**Metal 1**

Scale bar: 50 µm. Cells faint in the background.
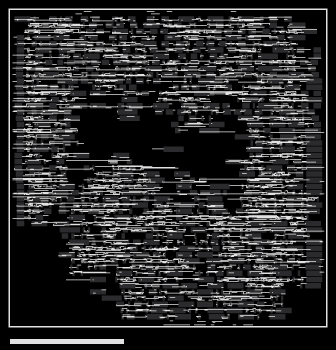
**Metal 2**

Cells faint in the background.
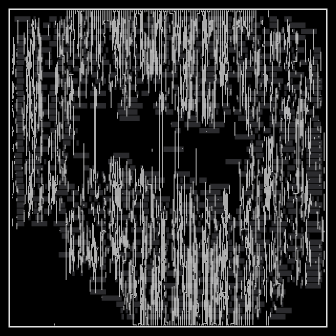
**Signal wires on met3**

Scale bar: 50 µm. Cells faint in the background.
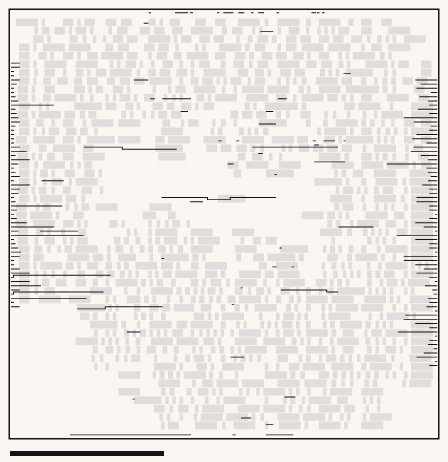
**Sequential cells colored by netlist name**

Other sequential cells in the stronger gray, the rest of the logic in the fainter gray.
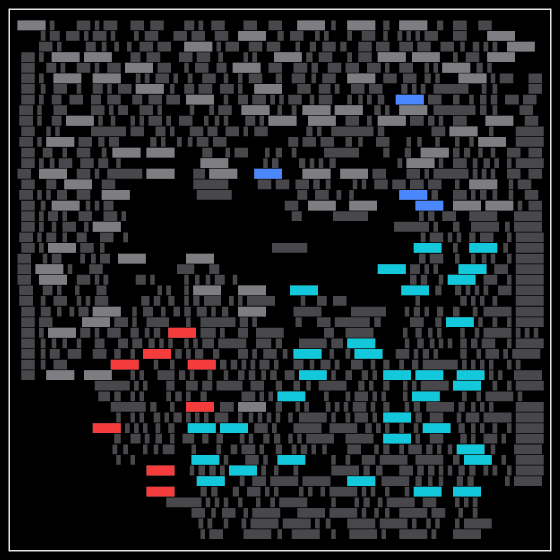
Design mem_port_arbiter_flat, sky130hd; sources not shown.
==> summary.txt <==
Implementation results

The routed length on met3 is ~900 µm. The worst setup path is launched from a register. The synthesized flop and latch total is about 110. Ranked by power, first place goes to combinational cells. Counting tap cells, the placed design contains a total of 1237 instances.

In this run the power spent charging and discharging nets is around 3.3 mW. After synthesis, the cell types taking the most area are sky130_fd_sc_hd__dfxtp_1, sky130_fd_sc_hd__nor2_1, sky130_fd_sc_hd__nand2_1, sky130_fd_sc_hd__nand3_1, sky130_fd_sc_hd__inv_1. The routed wirelength normalized by instance count is ~17 µm.

The flow ran to the end, and the final reports show no timing, DRC or antenna violations. Global routing finished with a remaining overflow of 0. The most common cell in the synthesized netlist is sky130_fd_sc_hd__nor2_1. The die extent in y is ~140 µm. Post-CTS repair ended up resizing 0 cells.

The final instance count without filler cells is around 1300. The compound-gate portion of the synthesized area is 10.5%. The maximum clock frequency is 0.390 GHz. Multi-input gates account for 24.8% of the area.

The number of nets in the layout is around 1200. Measured against the total synthesized area, the mux share comes to 0%. The largest fanout on the critical path is 33.
About 'metal 1':
nets with wire on the layer: 1033
wire length on this layer: 8380 µm
main direction: horizontal
longest straight run: 36.3 µm
vias after detailed routing: 5995
Global Route met1 Usage: 24.4%
routed wire length: 21100 µm

About 'metal 2':
share of all routed wire: 52%
wire length on this layer: 10900 µm
met2 global-route usage: 39.8%

About 'signal wires on met3':
share of all routed wire: 4.2%
wire length on this layer: 885 µm
main direction: horizontal
nets with wire on the layer: 154
longest straight run: 38.9 µm
met3 GRT Util: 4.49%

About 'sequential cells colored by netlist name':
[cyan] u_core.rdata_q | sequential cells: 32
[red] u_core.wait_cnt | sequential cells: 8
[blue] u_core.bus.o_sram_bmask | sequential cells: 4
not colored: 69
Flop+latch power: 2.23 mW
share of cell area taken by flip-flops and latches: 24.2%
utilization after layout: 52.0%
area taken by flip-flops and latches: 2260 µm²

Power figures rest on the tool's default switching activity, not on a simulated workload.
